## src/rtl/east_link_out.sv

```systemverilog
// East output stage: buffers eastbound packets in a small FIFO and sends them
// onto the inter-router link under credit-based flow control.
module east_link_out #(
  parameter int DEPTH   = 4,
  parameter int CREDITS = 4
) (
  input  logic                         clk,
  input  logic                         rst,
  input  logic [15:0]                  packet_in,
  input  logic                         valid_in,
  output logic                         in_ready,
  output logic [15:0]                  link_packet,
  output logic                         link_valid,
  input  logic                         credit_in,
  output logic [$clog2(DEPTH):0]       occupancy,
  output logic [$clog2(CREDITS):0]     credits,
  output logic                         overflow_err,
  output logic                         credit_err
);

  localparam int AW = $clog2(DEPTH);
  localparam int PW = AW + 1;
  localparam int CW = $clog2(CREDITS) + 1;
  localparam logic [PW-1:0] FULL_CNT = PW'(DEPTH);
  localparam logic [CW-1:0] MAX_CRED = CW'(CREDITS);

  logic [15:0]   mem_r [DEPTH];
  logic [PW-1:0] wr_ptr_r;
  logic [PW-1:0] rd_ptr_r;
  logic [CW-1:0] credits_r;
  logic [15:0]   link_packet_r;
  logic          link_valid_r;
  logic          overflow_err_r;
  logic          credit_err_r;

  logic [PW-1:0] occupancy_s;
  logic          in_ready_s;
  logic          push_s;
  logic          send_s;
  logic [CW-1:0] credits_nxt_s;
  logic          credit_err_set_s;

  // The extra pointer bit makes the difference a true entry count, 0..DEPTH.
  assign occupancy_s = wr_ptr_r - rd_ptr_r;
  assign in_ready_s  = (occupancy_s != FULL_CNT);

  // Push/send decisions and next credit count.
  always_comb begin
    push_s           = 1'b0;
    send_s           = 1'b0;
    credits_nxt_s    = credits_r;
    credit_err_set_s = 1'b0;
    if (valid_in && in_ready_s) begin
      push_s = 1'b1;
    end else begin
      push_s = 1'b0;
    end
    if ((occupancy_s != {PW{1'b0}}) && (credits_r != {CW{1'b0}})) begin
      send_s = 1'b1;
    end else begin
      send_s = 1'b0;
    end
    case ({send_s, credit_in})
      2'b10: credits_nxt_s = credits_r - CW'(1);
      2'b01: begin
        if (credits_r == MAX_CRED) begin
          credits_nxt_s    = credits_r;
          credit_err_set_s = 1'b1;
        end else begin
          credits_nxt_s    = credits_r + CW'(1);
        end
      end
      default: credits_nxt_s = credits_r;
    endcase
  end

  // FIFO storage; contents are don't-care while the pointers say empty.
  always_ff @(posedge clk) begin
    if (push_s && !rst) begin
      mem_r[wr_ptr_r[AW-1:0]] <= packet_in;
    end
  end

  // Pointers, credits, link register and sticky error flags.
  always_ff @(posedge clk) begin
    if (rst) begin
      wr_ptr_r       <= {PW{1'b0}};
      rd_ptr_r       <= {PW{1'b0}};
      credits_r      <= MAX_CRED;
      link_packet_r  <= 16'h0000;
      link_valid_r   <= 1'b0;
      overflow_err_r <= 1'b0;
      credit_err_r   <= 1'b0;
    end else begin
      if (push_s) begin
        wr_ptr_r <= wr_ptr_r + PW'(1);
      end
      if (send_s) begin
        link_packet_r <= mem_r[rd_ptr_r[AW-1:0]];
        rd_ptr_r      <= rd_ptr_r + PW'(1);
      end
      link_valid_r <= send_s;
      credits_r    <= credits_nxt_s;
      if (valid_in && !in_ready_s) begin
        overflow_err_r <= 1'b1;
      end
      if (credit_err_set_s) begin
        credit_err_r <= 1'b1;
      end
    end
  end

  assign in_ready     = in_ready_s;
  assign occupancy    = occupancy_s;
  assign credits      = credits_r;
  assign link_packet  = link_packet_r;
  assign link_valid   = link_valid_r;
  assign overflow_err = overflow_err_r;
  assign credit_err   = credit_err_r;

endmodule

```

## config.mk

```make
export PLATFORM = sky130hd
export DESIGN_NAME = east_link_out
export DESIGN_NICKNAME = d
export VERILOG_FILES = /design/src/rtl/east_link_out.sv
export SDC_FILE = /design/constraint.sdc
export NUM_CORES = 1
export LEC_CHECK = 0
export CORE_MARGIN = 4
export CORE_UTILIZATION = 54
export CTS_BUF_LIST = sky130_fd_sc_hd__clkbuf_4 sky130_fd_sc_hd__clkbuf_8
export DETAILED_ROUTE_END_ITERATION = 12
export HOLD_SLACK_MARGIN = 0.02
export PLACE_DENSITY_LB_ADDON = 0.1
export SLEW_MARGIN = 5
export SYNTH_ARGS = -nofsm -noshare
export SYNTH_HDL_FRONTEND = slang
export SYNTH_SLANG_ARGS = --single-unit
```

## constraint.sdc

```tcl
create_clock -name clk -period 10 [get_ports clk]
set_clock_uncertainty 0.15 [all_clocks]
set_input_delay 1 -clock clk [delete_from_list [all_inputs] [get_ports clk]]
set_output_delay 1 -clock clk [all_outputs]
set_load 0.02 [all_outputs]
```

### Sizing map, run 1

Bar = 20 µm.
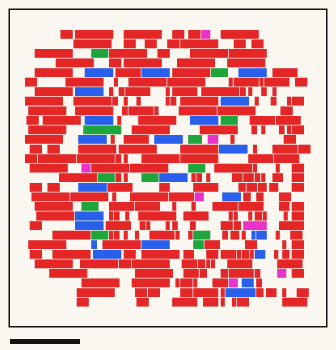
legend:
  red:
    size: x1 and smaller
    cells: 248
    share: 86%
  magenta:
    size: x3 and x4
    cells: 7
    share: 2.4%
  blue:
    size: x2
    cells: 23
    share: 7.9%
  green:
    size: x6 and larger
    cells: 12
    share: 4.1%

### Wiring by layer, run 1

Bar = 20 µm.
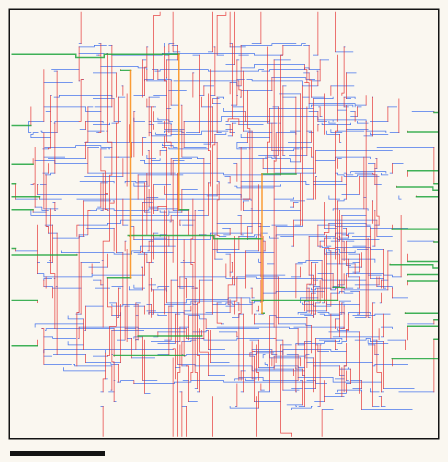
legend:
  blue:
    layer: M1
    wire_length: 2710 µm
  green:
    layer: M3
    wire_length: 264 µm
  red:
    layer: M2
    wire_length: 3130 µm
  orange:
    layer: M4
    wire_length: 105 µm
drt wl/cell: 16.91 µm
Detailed Route WL: 6207 µm
GRT Total Usage: 16.54%

### Cell placement, run 1

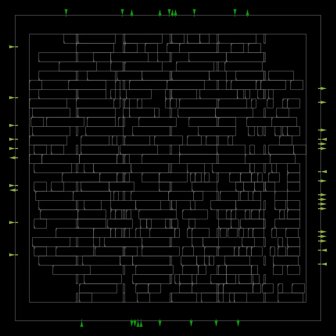
Filler cells: 479
flop share of the area: 57.34%
registers: 92

==> results.sh, run 1 <==
# physical design summary
export IMPL_result_of_the_run="finished clean"
export IMPL_post_route_drc_count=0
export IMPL_placedInstanceArea_um2=4126
export IMPL_setup_worst_path_class="flop to output pin"
export IMPL_final_layout_top_logic_cell="edfxtp_1"
export IMPL_place_detailed_instances=351
export IMPL_yosysChipArea_um2=3618
export IMPL_clkCellAreaFrac_pct=4.682
export IMPL_switching_power_mw=0.4749
export IMPL_most_crowded_layer_after_global_routing="met2"
export IMPL_achievable_frequency_mhz=254.4
export IMPL_fin_cells=367
export IMPL_netlist_top_cell_by_area="edfxtp_1"
export IMPL_post_synth_cell_area_avg_um2=15.20
export IMPL_clockRootBuffer="clkbuf_8"
export IMPL_worstSetupStartpoint="rd_ptr_r[1]"
export IMPL_vias_per_cell=5.431
export IMPL_finalClockPeriodUsage_pct=39.30
export IMPL_routed_wl_met2_um=3130
export IMPL_cts_resized_gates=0
export IMPL_inverters_excl_clock=8
export IMPL_logic_gates=126
export IMPL_setup_repair_bufs_after_cts=0
export IMPL_seqPwrFrac_pct=39.5
export IMPL_synth_flops=92
export IMPL_holdPathStages=2
export IMPL_post_synth_top_count_cell="edfxtp_1"
export IMPL_grt_first_pass_wirelength_um=10340
export IMPL_combGateArea_um2=1045
export IMPL_num_io_pins=46
export IMPL_min_delay_path_class="flop to flop"
export IMPL_met1_usage_grt_pct=21.34
export IMPL_final_net_count=313
export IMPL_critPathArrivalTime_ns=2.78
export IMPL_ys_sh_xor_pct=1.867
export IMPL_synth_simple_area_share_pct=6.535
export IMPL_setup_violations=0
export IMPL_areaGrowthSynthToFinish_pct=19.64
export IMPL_tapCellCount=77
export IMPL_maxSlewHeadroom_pct=38.76
export IMPL_use_met3_pct=3.255
export IMPL_power_per_cell_area_nw_per_um2=301.7
export IMPL_layout_cell_area_non_filler_um2=4329
export IMPL_globalplace_congestion=0.7986
export IMPL_via_count_of_the_first_global_routing_pass=2045
export IMPL_share_comb_of_total_power_pct=41.4
export IMPL_grt_overflow=0
export IMPL_yosys_warnings=0
export IMPL_maxSlewViolCount=0
export IMPL_total_half_perimeter_wirelength_after_legalization_and_detailed_placement_um=3896
export IMPL_final_nonclk_buf_share_pct=10.92
export IMPL_detailedRoute_firstPassIterationCount=5
export IMPL_seq_cell_power_mw=0.515
export IMPL_total_power_mw=1.306
export IMPL_cts_sinks=92
export IMPL_grt_max_degree=32
export IMPL_logic_family="multiplexers"
export IMPL_leakagePower_nw=1.499
export IMPL_startpoint_type="flop"
export IMPL_rr_endpoint="credits[2]"
export IMPL_die_height_um=89.86
export IMPL_maxCapViolCount=0
export IMPL_powerComb_mw=0.540
export IMPL_synth_yosys_seq_area_share_pct=68.60
export IMPL_final_hold_violation_count=0
export IMPL_critical_path_cell_with_the_highest_stage_delay="dfxtp_1"
export IMPL_worst_slack_ns=6.070
export IMPL_final_layout_top_logic_cells="64 x edfxtp_1, 45 x clkdlybuf4s50_1, 39 x nand2_1"
export IMPL_ant_nets=0
export IMPL_initial_antenna_violation_count=0
export IMPL_port_buffer_count=45
export IMPL_hold_slack_ns=0.3062
export IMPL_crit_fanout=19
export IMPL_number_of_buffers_and_inverters_on_the_critical_path=1
export IMPL_grt_setup_unrepaired="no"
export IMPL_chip_area_um2=8075
export IMPL_synthTopCellsByArea="edfxtp_1 53%, dfxtp_1 15%, mux4_2 10%"
export IMPL_peak_vdd_ir_mv=0.1266
export IMPL_routedLengthMet1_um=2707
export IMPL_adders_majority_by_area_pct=3.181
export IMPL_yosys_stat_cells=238
export IMPL_worst_setup_slack_for_register_to_register_paths_ns=6.23
export IMPL_fin_util_pct=67.41
export IMPL_ff_latch_area_um2=2482
export IMPL_starting_utilization_of_the_core_area_pct=56.34
export IMPL_use_met2_pct=27.26
export IMPL_synth_main_ff_cell="edfxtp_1"
export IMPL_power_share_clock_pct=19.2
### Pin placement, run 1

Bar = 20 µm. Pins as bars across the die edge, other pins in grey.
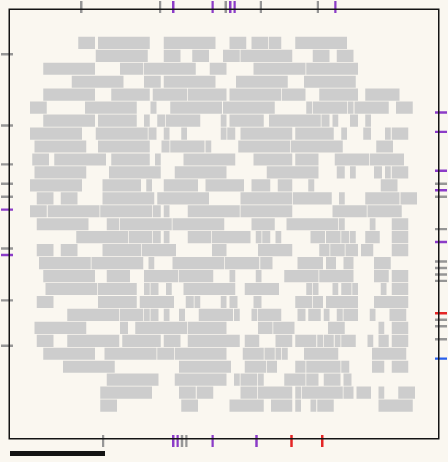

## Run 2: what changed since run 1
Clock period 10 ns to 4.1 ns, I/O delays scaled along.
### Pin placement, run 2

Bar = 20 µm. Pins as bars across the die edge, other pins in grey.
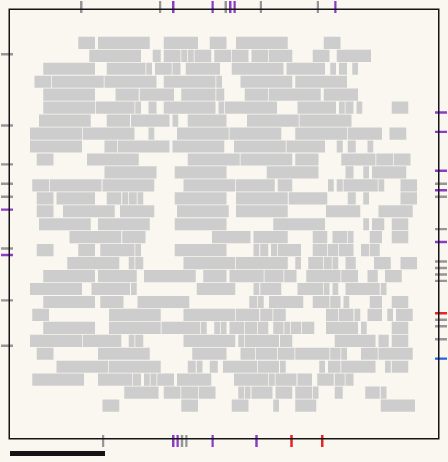
legend:
  purple:
    port: link_packet
    pins: 16
    direction: output
    edge: 5 right, 5 top, 4 bottom, 2 left
  red:
    port: occupancy
    pins: 3
    direction: output
    edge: 2 bottom, 1 right
  blue:
    port: rst
    pins: 1
    direction: input
    edge: right
all pins by edge: 17 right, 10 left, 10 top, 9 bottom

==> run 2 against run 1 <==
Compared with the run above:
- sequential share of layout area decreased by 0.62 points
- sequential cell count unchanged
- power increased by 150%
- synthesized cell count unchanged
- non-clock buffer count increased by 5
- worst hold slack improved by 0.0027 ns
- register-to-register slack got worse by 5.1 ns
- critical path type unchanged
==> results.sh, run 2 <==
# physical design summary
export IMPL_result_of_the_run="finished clean"
export IMPL_adders_majority_by_area_pct=3.181
export IMPL_startpoint_type="flop"
export IMPL_drt_first_iter_violations=121
export IMPL_holdPathStages=2
export IMPL_ys_sh_xor_pct=1.867
export IMPL_layout_filler_cells=461
export IMPL_initial_antenna_violation_count=0
export IMPL_cts_resized_gates=0
export IMPL_combGateArea_um2=1045
export IMPL_peak_vdd_ir_mv=0.3411
export IMPL_tool_warning_count=29
export IMPL_powerComb_mw=1.37
export IMPL_worstSetupStartpoint="wr_ptr_r[0]"
export IMPL_final_layout_top_logic_cell="edfxtp_1"
export IMPL_yosys_warnings=0
export IMPL_place_detailed_instances=356
export IMPL_power_share_clock_pct=19.6
export IMPL_tapCellCount=77
export IMPL_maxCapViolCount=0
export IMPL_async_flop_share_pct=0
export IMPL_yosys_stat_cells=238
export IMPL_synth_simple_area_share_pct=6.535
export IMPL_achievable_frequency_mhz=329.9
export IMPL_switching_power_mw=1.179
export IMPL_die_w_um=89.86
export IMPL_yosys_cell_types_count=35
export IMPL_final_net_count=318
export IMPL_logic_gates=126
export IMPL_layout_cell_area_non_filler_um2=4377
export IMPL_cts_hold_buf=0
export IMPL_post_synth_top_count_cell="edfxtp_1"
export IMPL_worst_setup_slack_for_register_to_register_paths_ns=1.14
export IMPL_floorplan_core_area_um2=6422
export IMPL_setup_worst_path_class="flop to output pin"
export IMPL_grt_max_degree=21
export IMPL_synth_main_ff_cell="edfxtp_1"
export IMPL_seq_cell_power_mw=1.24
export IMPL_chip_area_um2=8075
export IMPL_finalClockPeriodUsage_pct=73.93
export IMPL_synth_largest_type_area_fraction_pct=53.11
export IMPL_post_synth_cell_area_avg_um2=15.20
export IMPL_total_nets_after_synthesis=266
export IMPL_final_nonclk_buf_share_pct=11.66
export IMPL_worst_slack_ns=1.069
export IMPL_clk_latency_ns=0.35
export IMPL_total_power_mw=3.244
export IMPL_fin_cells=372
export IMPL_setup_violations=0
export IMPL_share_comb_of_total_power_pct=42.3
export IMPL_vias_per_cell=5.366
export IMPL_dpl_worst_slack_ns=1.144
export IMPL_total_half_perimeter_wirelength_after_legalization_and_detailed_placement_um=3987
export IMPL_die_height_um=89.86
export IMPL_seq_cells=92
export IMPL_netlist_top_cell_by_area="edfxtp_1"
export IMPL_placedInstanceArea_um2=4164
export IMPL_clock_path_buffers=2
export IMPL_use_met2_pct=26.63
export IMPL_required_ns=3.54
export IMPL_seqPwrFrac_pct=38.2
export IMPL_cts_sinks=92
export IMPL_combAreaFraction_pct=23.87
export IMPL_worst_path_dominant_cell_family="buffers and inverters"
export IMPL_route_top_layer_used="met4"
export IMPL_drive_above_1_share_pct=15.93
export IMPL_number_of_buffers_and_inverters_on_the_critical_path=3
export IMPL_synth_yosys_seq_area_share_pct=68.60
export IMPL_clkCellAreaFrac_pct=4.860
export IMPL_power_per_cell_area_nw_per_um2=741.2
export IMPL_rr_endpoint="credits[2]"
export IMPL_setup_repair_bufs_after_cts=0
export IMPL_port_buffer_count=45
export IMPL_seq_cell_share_pct=56.72
export IMPL_fin_util_pct=68.15
export IMPL_final_layout_top_logic_cells="64 x edfxtp_1, 45 x clkdlybuf4s50_1, 39 x nand2_1"
export IMPL_final_setup_tns_ns=0
export IMPL_areaGrowthSynthToFinish_pct=20.95
export IMPL_num_clock_buffers=10
export IMPL_grt_setup_unrepaired="no"
export IMPL_rows=29
export IMPL_routedLengthMet1_um=2827
export IMPL_antenna_fix_cells=0
export IMPL_post_drt_wl_per_cell_um=16.61
export IMPL_routed_wl_met2_um=2994
export IMPL_via_count_of_the_first_global_routing_pass=2024
export IMPL_dr_wl_met3_um=228
export IMPL_leakagePower_nw=1.529
export IMPL_aoi_share_pct=6.916
export IMPL_met1_usage_grt_pct=21.99
export IMPL_num_io_pins=46
export IMPL_ant_nets=0
export IMPL_wirelength_um=6178
export IMPL_cts_clk_slew_worst_paths_ns=0.09
export IMPL_grt_first_pass_wirelength_um=10390
export IMPL_maxSlewViolCount=0
export IMPL_maxSlewHeadroom_pct=62.47
export IMPL_hold_slack_ns=0.3090
export IMPL_use_met3_pct=3.840
export IMPL_ff_latch_area_um2=2482
export IMPL_ff2ff_path_depth=11
export IMPL_synth_cell_area_um2=3618
export IMPL_post_route_drc_count=0
export IMPL_critPathArrivalTime_ns=2.47
export IMPL_final_hold_violation_count=0
export IMPL_grt_overflow=0
export IMPL_synth_flops=92
export IMPL_clockRootBuffer="clkbuf_8"
export IMPL_yosysChipArea_um2=3618
export IMPL_power_switching_fraction_pct=36.34
export IMPL_detailedRoute_firstPassIterationCount=4
export IMPL_starting_utilization_of_the_core_area_pct=56.34
export IMPL_min_delay_path_class="flop to flop"
export IMPL_synth_area_mux_share_pct=10.24
export IMPL_tritoncts="done"
export IMPL_cp_slowest_stage_delay_ns=0.59
export IMPL_grt_total_usage_pct=16.75
export IMPL_critical_path_cell_with_the_highest_stage_delay="clkdlybuf4s50_1"
export IMPL_critical_path_reg2reg_startpoint="wr_ptr_r[0]"
export IMPL_globalplace_congestion=0.7823
export IMPL_inverters_excl_clock=8
export IMPL_logic_family="multiplexers"
export IMPL_most_crowded_layer_after_global_routing="met2"
export IMPL_crit_fanout=6
export IMPL_worst_slew_pin_slew_ns=0.5615
export IMPL_synthTopCellsByArea="edfxtp_1 53%, dfxtp_1 15%, mux4_2 10%"
Power is estimated from default activity; no workload was simulated.
